[config.mk]
export PLATFORM = sky130hd
export DESIGN_NAME = shift_add_mul
export DESIGN_NICKNAME = d
export VERILOG_FILES = /design/src/rtl/shift_add_mul.sv
export SDC_FILE = /design/constraint.sdc
export NUM_CORES = 1
export LEC_CHECK = 0
export CORE_MARGIN = 1
export CORE_UTILIZATION = 55
export DETAILED_ROUTE_END_ITERATION = 8
export PLACE_DENSITY = 0.8
export SYNTH_ARGS = -nofsm -noshare
export SYNTH_HDL_FRONTEND = slang
export SYNTH_SLANG_ARGS = --single-unit
[constraint.sdc]
create_clock -name clk -period 3 [get_ports clk]
set_input_delay 0.6 -clock clk [delete_from_list [all_inputs] [get_ports clk]]
set_output_delay 0.6 -clock clk [all_outputs]
set_load 0.005 [all_outputs]
[src/rtl/shift_add_mul.sv]
// shift_add_mul -- sequential shift-and-add multiplier.
// Operands are reduced to magnitudes when accepted, multiplied one
// multiplier bit per cycle with an N-bit adder, and the sign is applied
// when the result is written to the product register.
//
// Optional feature macro: MUL_ZERO_SKIP_EN
//   defined   -> a zero operand goes straight to DONE (product 0, done the
//                cycle after accept)
//   undefined -> zero operands take the normal N+1 cycle path
module shift_add_mul #(
  parameter int N = 8
) (
  input  logic           clk,
  input  logic           rst_n,
  input  logic           start,
  input  logic [N-1:0]   a,
  input  logic [N-1:0]   b,
  input  logic           a_signed,
  input  logic           b_signed,
  output logic [2*N-1:0] product,
  output logic           busy,
  output logic           done
);

  // Counter must hold N-1; one extra bit keeps it comfortable for any N.
  localparam int CW = $clog2(N) + 1;

  typedef enum logic [1:0] {
    IDLE = 2'd0,
    RUN  = 2'd1,
    DONE = 2'd2
  } state_t;

  state_t state_reg;
  state_t state_next;

  // Multiplicand magnitude, held for the whole run.
  logic [N-1:0]   mcand_reg;
  // Upper half: partial sum; lower half: remaining multiplier bits.
  logic [2*N-1:0] acc_reg;
  logic [2*N-1:0] acc_next;
  logic [CW-1:0]  cnt_reg;
  // Sign of the final result, fixed at accept time.
  logic           neg_reg;
  logic [2*N-1:0] product_reg;
  logic [2*N-1:0] product_next;

  logic           a_neg;
  logic           b_neg;
  logic [N-1:0]   a_mag;
  logic [N-1:0]   b_mag;
  logic [N:0]     sum;
  logic           last_run;
  logic           accept;

`ifdef MUL_ZERO_SKIP_EN
  logic           zero_ops;
`endif

  // A negative operand is negated modulo 2^N; the most negative value
  // maps onto 2^(N-1), which still fits as an unsigned N-bit magnitude.
  assign a_neg = a_signed & a[N-1];
  assign b_neg = b_signed & b[N-1];
  assign a_mag = a_neg ? (N'(0) - a) : a;
  assign b_mag = b_neg ? (N'(0) - b) : b;

`ifdef MUL_ZERO_SKIP_EN
  assign zero_ops = (a == '0) || (b == '0);
`endif

  assign accept   = (state_reg == IDLE) && start;
  assign last_run = (cnt_reg == CW'(N - 1));

  // One shift-add step: add the multiplicand when the multiplier LSB is
  // set, then shift right with the adder carry entering the top bit.
  always_comb begin
    sum = {1'b0, acc_reg[2*N-1:N]} + (acc_reg[0] ? {1'b0, mcand_reg} : {(N+1){1'b0}});
    acc_next = {sum, acc_reg[N-1:1]};
    product_next = neg_reg ? ((2*N)'(0) - acc_next) : acc_next;
  end

  // State register.
  always_ff @(posedge clk or negedge rst_n) begin
    if (!rst_n) begin
      state_reg <= IDLE;
    end else begin
      state_reg <= state_next;
    end
  end

  // Next-state logic: start is only looked at in IDLE, so requests made
  // while busy (including the DONE cycle) are dropped, not queued.
  always_comb begin
    state_next = state_reg;
    case (state_reg)
      IDLE: begin
        if (start) begin
`ifdef MUL_ZERO_SKIP_EN
          state_next = zero_ops ? DONE : RUN;
`else
          state_next = RUN;
`endif
        end
      end
      RUN: begin
        if (last_run) begin
          state_next = DONE;
        end
      end
      DONE: begin
        state_next = IDLE;
      end
      default: begin
        state_next = IDLE;
      end
    endcase
  end

  // Datapath: capture on accept, iterate in RUN, publish on the last step.
  always_ff @(posedge clk or negedge rst_n) begin
    if (!rst_n) begin
      mcand_reg   <= '0;
      acc_reg     <= '0;
      cnt_reg     <= '0;
      neg_reg     <= 1'b0;
      product_reg <= '0;
    end else begin
      if (accept) begin
        mcand_reg <= a_mag;
        acc_reg   <= {{N{1'b0}}, b_mag};
        neg_reg   <= a_neg ^ b_neg;
        cnt_reg   <= '0;
`ifdef MUL_ZERO_SKIP_EN
        if (zero_ops) begin
          product_reg <= '0;
        end
`endif
      end else if (state_reg == RUN) begin
        acc_reg <= acc_next;
        cnt_reg <= cnt_reg + CW'(1);
        if (last_run) begin
          product_reg <= product_next;
        end
      end
    end
  end

  assign product = product_reg;
  assign busy    = (state_reg != IDLE);
  assign done    = (state_reg == DONE);

endmodule

run_1/sizing.png
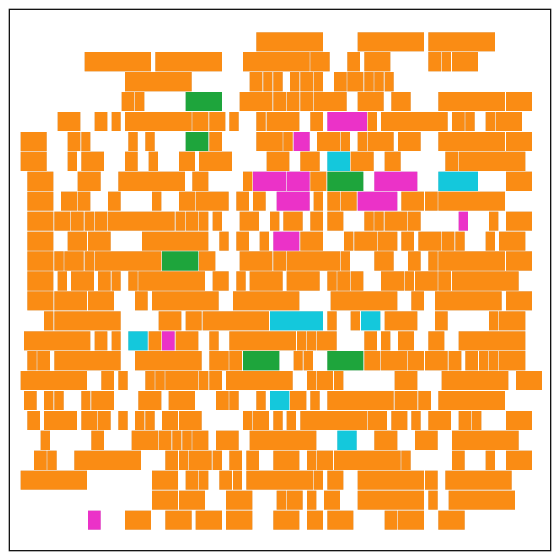
x2 -> magenta  # cells 11, share 3.0%
x1 and smaller -> orange  # cells 339, share 93%, most used nand2_1
x6 and larger -> green  # cells 6, share 1.7%, most used clkbuf_8
x3 and x4 -> cyan  # cells 7, share 1.9%, most used buf_4

run_1/class_map.png
Scale bar: 20 um. Fill, decap, tap and diode cells in gray.
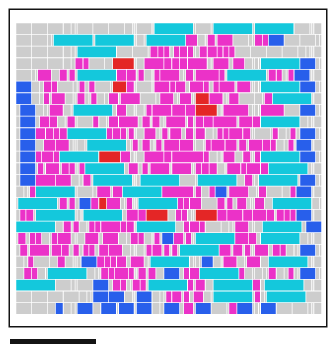
remaining logic cells -> magenta  # cells 266, share of their area 49%
remaining buffers and delay cells -> blue  # cells 42, share of their area 12%
registers -> cyan  # cells 47, share of their area 36%
clock drivers and dummy loads -> red  # cells 8, share of their area 2.8%
post-route cell area: 3363 um2
register share of the cell area: 34.97%
Core ar.: 4848 um2

run_1/clock_nets.png
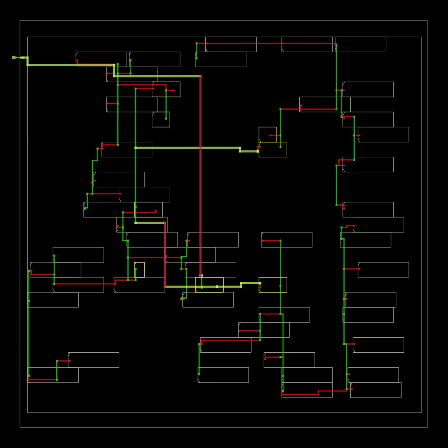
Clock Latency Late Sink: 0.30 ns
Seq Cell Count: 47

==> results.sh, run 1 <==
# flow metrics
export IMPL_sequential_share_of_power_pct=34.7
export IMPL_final_fill_count=410
export IMPL_top_level_ports=39
export IMPL_post_route_worst_setup_slack_ns=0.3093
export IMPL_die_height_um=73.70
export IMPL_clk_transition_reported_paths_ns=0.09
export IMPL_hpwl_um=4338
export IMPL_floorplan_nets=359
export IMPL_synthSimpleGateAreaFrac_pct=21.37
export IMPL_yosysChipArea_um2=2828
export IMPL_synthDominantCellAreaShare_pct=41.59
export IMPL_synth_yosys_num_cells=325
export IMPL_cp_required_ns=3.18
export IMPL_crit_family="simple AND/OR/NAND/NOR gates"
export IMPL_power_internal_w=0.001926
export IMPL_leakagePower_nw=1.508
export IMPL_ys_sh_adder_pct=6.018
export IMPL_std_cell_rows=25
export IMPL_layout_top_cells="56 x sky130_fd_sc_hd__nand2_1, 47 x sky130_fd_sc_hd__dfrtp_1, 37 x sky130_fd_sc_hd__clkdlybuf4s50_1, 31 x sky130_fd_sc_hd__nor2_1, 20 x sky130_fd_sc_hd__o21ai_0"
export IMPL_postSynthCellCount=325
export IMPL_via_count_normalized_by_instance_count=5.460
export IMPL_pwr_density_cell_nw_per_um2=1004
export IMPL_cts_root_buf="sky130_fd_sc_hd__clkbuf_8"
export IMPL_vdd_ir_drop_worst_mv=0.5652
export IMPL_port_buffers=38
export IMPL_yosys_most_used_dff="sky130_fd_sc_hd__dfrtp_1"
export IMPL_globalRouteTotalUtil_pct=23.54
export IMPL_num_antenna_cells=0
export IMPL_tool_warnings=26
export IMPL_run_status="complete, no violations"
export IMPL_maximum_capacitance_violations=0
export IMPL_cts_hold_fix_buffers=0
export IMPL_vias=2348
export IMPL_worst_setup_path_type="register to register"
export IMPL_initial_core_util_pct=58.32
export IMPL_drc_errors=0
export IMPL_edf_count=0
export IMPL_synthesis_area_per_instance_um2=8.701
export IMPL_maxClockFrequency_mhz=371.6
export IMPL_tcrit_tclk_final_pct=89.69
export IMPL_synth_yosys_warnings=0
export IMPL_dieArea_um2=5432
export IMPL_cts_sinks=47
export IMPL_muxShareOfSynthArea_pct=1.947
export IMPL_clkPwrFrac_pct=11.4
export IMPL_delay_of_the_slowest_cell_on_the_worst_path_ns=0.45
export IMPL_drt_iter0_drc=119
export IMPL_largest_area_cell="sky130_fd_sc_hd__dfrtp_1"
-- run 1: metal layers --
layer	share of wire, %	vias up	track usage [%]
met5	0	-	0
met4	1.1	0	8.120
met3	6.0	6	4.390
met2	47	69	39.65
met1	45	1080	30.30
li1	-	1193	-
-- run 1: through the flow --
stage | hold slack, ns | instances
global route | 0.2705 | 430
global placement | 0.4569 | 422
CTS | 0.2444 | 430
detailed placement | 0.4630 | 422
floorplan | 0.3044 | 325
finish | 0.2393 | 430
-- run 1: power by group through the flow --
stage / Combinational, W / Sequential (W) / Clock, W
final: 0.00182 / 0.00117 / 0.000386
after global routing: 0.00204 / 0.00122 / 0.000416
after CTS: 0.00182 / 0.00117 / 0.000398
after detailed placement: 0.00181 / 0.00119 / 0
after global placement: 0.00176 / 0.00117 / 0
after floorplan: 0.00131 / 0.00112 / 0
-- run 1: cell type report --
cell class / count / area [um2] / area share (%)
multi-input combinational: 254 / 1562 / 46.43
timing repair buffer: 42 / 405.4 / 12.05
clock buffer: 5 / 68.82 / 2.046
tap: 67 / 83.83 / 2.493
sequential: 47 / 1176 / 34.97
inverter: 12 / 45.04 / 1.339
clock inverter: 3 / 22.52 / 0.6696
-- run 1: path summary, 6_finish.rpt --
path / endpoint / slack (ns) / cells past startpoint
min in group clk: mcand_reg[7] / 0.48 / 2
max: product[15] / 0.31 / 9
max reg2reg: product[15] / 0.31 / 9
min: cnt_reg[1] / 0.24 / 1
min reg2reg: mcand_reg[7] / 0.48 / 2
max in group asynchronous: acc_reg[12] / 2.06 / 2
-- run 1: cells by family (layout without fill, tap and decap cells) --
family / after synthesis / after routing
mux: 5 / 5
buf+inv: 24 / 62
flops: 47 / 47
simple gates: 134 / 134
xor+xnor: 27 / 27
compound gates: 75 / 75
fa+ha+maj: 13 / 13
==> run 2: changes to the inputs <==
--- a/config.mk
+++ b/config.mk
@@ -5,6 +5,7 @@
 export SDC_FILE = /design/constraint.sdc
 export NUM_CORES = 1
 export LEC_CHECK = 0
+export ABC_AREA = 1
 export CORE_MARGIN = 1
 export CORE_UTILIZATION = 55
 export DETAILED_ROUTE_END_ITERATION = 8
run_2/class_map.png
Scale bar: 20 um. Fill, decap, tap and diode cells in gray.
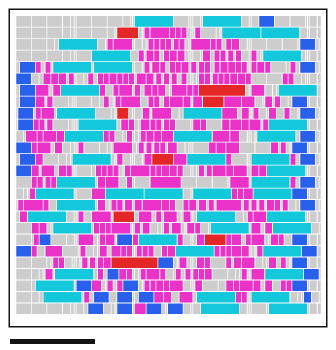
remaining logic cells -> magenta  # cells 330, share of their area 50%
registers -> cyan  # cells 47, share of their area 35%
remaining buffers and delay cells -> blue  # cells 40, share of their area 11%
clock drivers and dummy loads -> red  # cells 8, share of their area 4.0%

==> run 2 against run 1 <==
Effect of this change: fmax grew 13%; final cell count grew 15%; global-route usage grew 1.2 points; sequential power is essentially flat; highest routed layer unchanged.
==> results.sh, run 2 <==
# flow metrics
export IMPL_worst_path_cell_with_the_longest_stage_delay="sky130_fd_sc_hd__fa_1"
export IMPL_cp_required_ns=3.20
export IMPL_edf_count=0
export IMPL_worst_r2r_path_depth=14
export IMPL_async_sr_flop_fraction_pct=100.0
export IMPL_powerComb_w=0.00189
export IMPL_clkPwrFrac_pct=15.4
export IMPL_clk_transition_reported_paths_ns=0.09
export IMPL_layout_top_cells="106 x sky130_fd_sc_hd__nand2_1, 48 x sky130_fd_sc_hd__inv_1, 47 x sky130_fd_sc_hd__dfrtp_1, 38 x sky130_fd_sc_hd__o21ai_0, 37 x sky130_fd_sc_hd__clkdlybuf4s50_1"
export IMPL_initial_core_util_pct=57.01
export IMPL_dpl_cell_count=487
export IMPL_std_cell_rows=26
export IMPL_port_buffers=38
export IMPL_cts_root_buf="sky130_fd_sc_hd__clkbuf_8"
export IMPL_grt_use_met3_pct=4.953
export IMPL_tcrit_tclk_final_pct=79.72
export IMPL_core_um2=5107
export IMPL_h_tree_depth=2
export IMPL_via_count_normalized_by_instance_count=5.149
export IMPL_comb_power_share_pct=52.4
export IMPL_postSynthCellCount=385
export IMPL_clkLatencyLatePin_ns=0.31
export IMPL_die_height_um=74.76
export IMPL_postPlaceCellArea_um2=3349
export IMPL_leakagePower_nw=1.724
export IMPL_critical_path_most_common_cell="sky130_fd_sc_hd__nand2_1"
export IMPL_globalRouteTotalUtil_pct=24.73
export IMPL_ff2ff_setup_slack_ns=0.61
export IMPL_delay_of_the_slowest_cell_on_the_worst_path_ns=0.51
export IMPL_sequential_share_of_power_pct=32.2
export IMPL_top_level_ports=39
export IMPL_layout_cell_area_non_filler_um2=3486
export IMPL_worst_setup_path_type="register to register"
export IMPL_tool_warnings=26
export IMPL_grt_util_met2_pct=43.04
export IMPL_crit_family="simple AND/OR/NAND/NOR gates"
export IMPL_floorplan_nets=419
export IMPL_grt_busiest_layer="met2"
export IMPL_cts_sinks=47
export IMPL_drc_errors=0
export IMPL_synth_yosys_warnings=0
export IMPL_vdd_ir_drop_worst_mv=0.5318
export IMPL_drive_above_1_share_pct=8.000
export IMPL_maxClockFrequency_mhz=418.1
export IMPL_post_route_worst_setup_slack_ns=0.6085
export IMPL_yosys_most_used_dff="sky130_fd_sc_hd__dfrtp_1"
export IMPL_hold_ws_ns=0.4530
export IMPL_cts_hold_fix_buffers=0
export IMPL_dieArea_um2=5588
export IMPL_yosysChipArea_um2=2912
export IMPL_synthDominantCellAreaShare_pct=40.40
export IMPL_synth_yosys_num_cells=385
export IMPL_maxSlewHeadroom_pct=32.33
export IMPL_run_status="complete, no violations"
export IMPL_vias=2549
export IMPL_largest_area_cell="sky130_fd_sc_hd__dfrtp_1"
export IMPL_place_gp_congestion=0.8644
export IMPL_maximum_capacitance_violations=0
export IMPL_via_count_of_the_first_global_routing_pass=2380
export IMPL_pwr_density_cell_nw_per_um2=1033
export IMPL_synthesis_area_per_instance_um2=7.562
export IMPL_pwr_group_clock_w=0.000556
export IMPL_critical_path_max_fanout=9
export IMPL_num_antenna_cells=0
export IMPL_grt_met1_usage_pct=30.40
export IMPL_seq_group_w=0.00116
export IMPL_worst_setup_path_end_kind="register"
export IMPL_drt_iter0_drc=104
export IMPL_power_internal_w=0.002062
export IMPL_r2r_start="acc_reg[0]"
export IMPL_top_power_group="combinational logic"
export IMPL_worstReg2RegEnd="product[14]"
export IMPL_hpwl_um=4495
run_2/gates.png
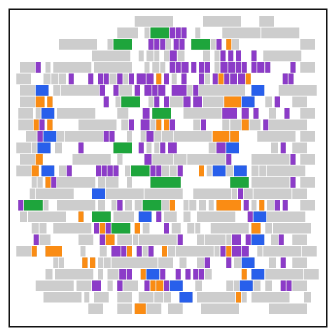
nor cells -> orange  # cells 39
xor and xnor cells -> blue  # cells 20
fa/ha/maj cells -> green  # cells 13
nand cells -> purple  # cells 134
Finished Layout Cells: 495
multi-input gate share of total cell area: 42.82%

-- run 2: cell count changes in the layout (fill, tap and decap cells not counted), sizes merged, moves of 3 or more --
| cell | change |
|---|---|
| nor2b | -3 |
| nand3 | +7 |
| and2 | -10 |
| inv | +40 |
| a211oi | -3 |
| nand2 | +57 |
| xnor2 | -7 |
| or3 | -3 |
| mux2i | -4 |
| o31ai | -5 |
| o21ai | +16 |
| a21oi | -5 |
| a31oi | -5 |
| nand2b | -3 |
-- run 2: metal layers --
| metal | share of wire, % | vias to the layer above |
|---|---|---|
| li1 | - | 1305 |
| met1 | 44 | 1153 |
| met2 | 49 | 75 |
| met3 | 5.2 | 16 |
| met4 | 1.9 | 0 |
| met5 | 0 | - |
-- run 2: worst max-delay path by stage --
stage                          start           to  slack, ns  depth (start not counted)
after global placement    acc_reg[0]  product[14]       0.73                         14
final                     acc_reg[0]  product[14]       0.61                         14
after floorplan           acc_reg[0]  product[14]       0.77                         15
after detailed placement  acc_reg[0]  product[14]       0.66                         14
after CTS                 acc_reg[0]  product[14]       0.66                         14
after global routing      acc_reg[0]  product[14]       0.39                         14
-- run 2: layout make-up --
type,instances,area (um2)
fillers,448,1622
multi-input cells,276,1493
flip-flops and latches,47,1176
repair buffers,40,390.4
inverters,54,202.7
well taps,70,87.58
clock buffers,5,68.82
clock inverters,3,67.56
-- run 2: cells by family (layout without fill, tap and decap cells) --
logic type | count (synthesis) | count (layout) | synth area share [%]
buffers and inverters | 62 | 102 | 8.336
XOR/XNOR | 20 | 20 | 6.016
AND-OR/OR-AND | 68 | 68 | 12.81
AND/OR/NAND/NOR | 175 | 175 | 26.60
flip-flops | 47 | 47 | 40.40
adder cells (fa/ha/maj) | 13 | 13 | 5.844
Power figures rest on the tool's default switching activity, not on a simulated workload.
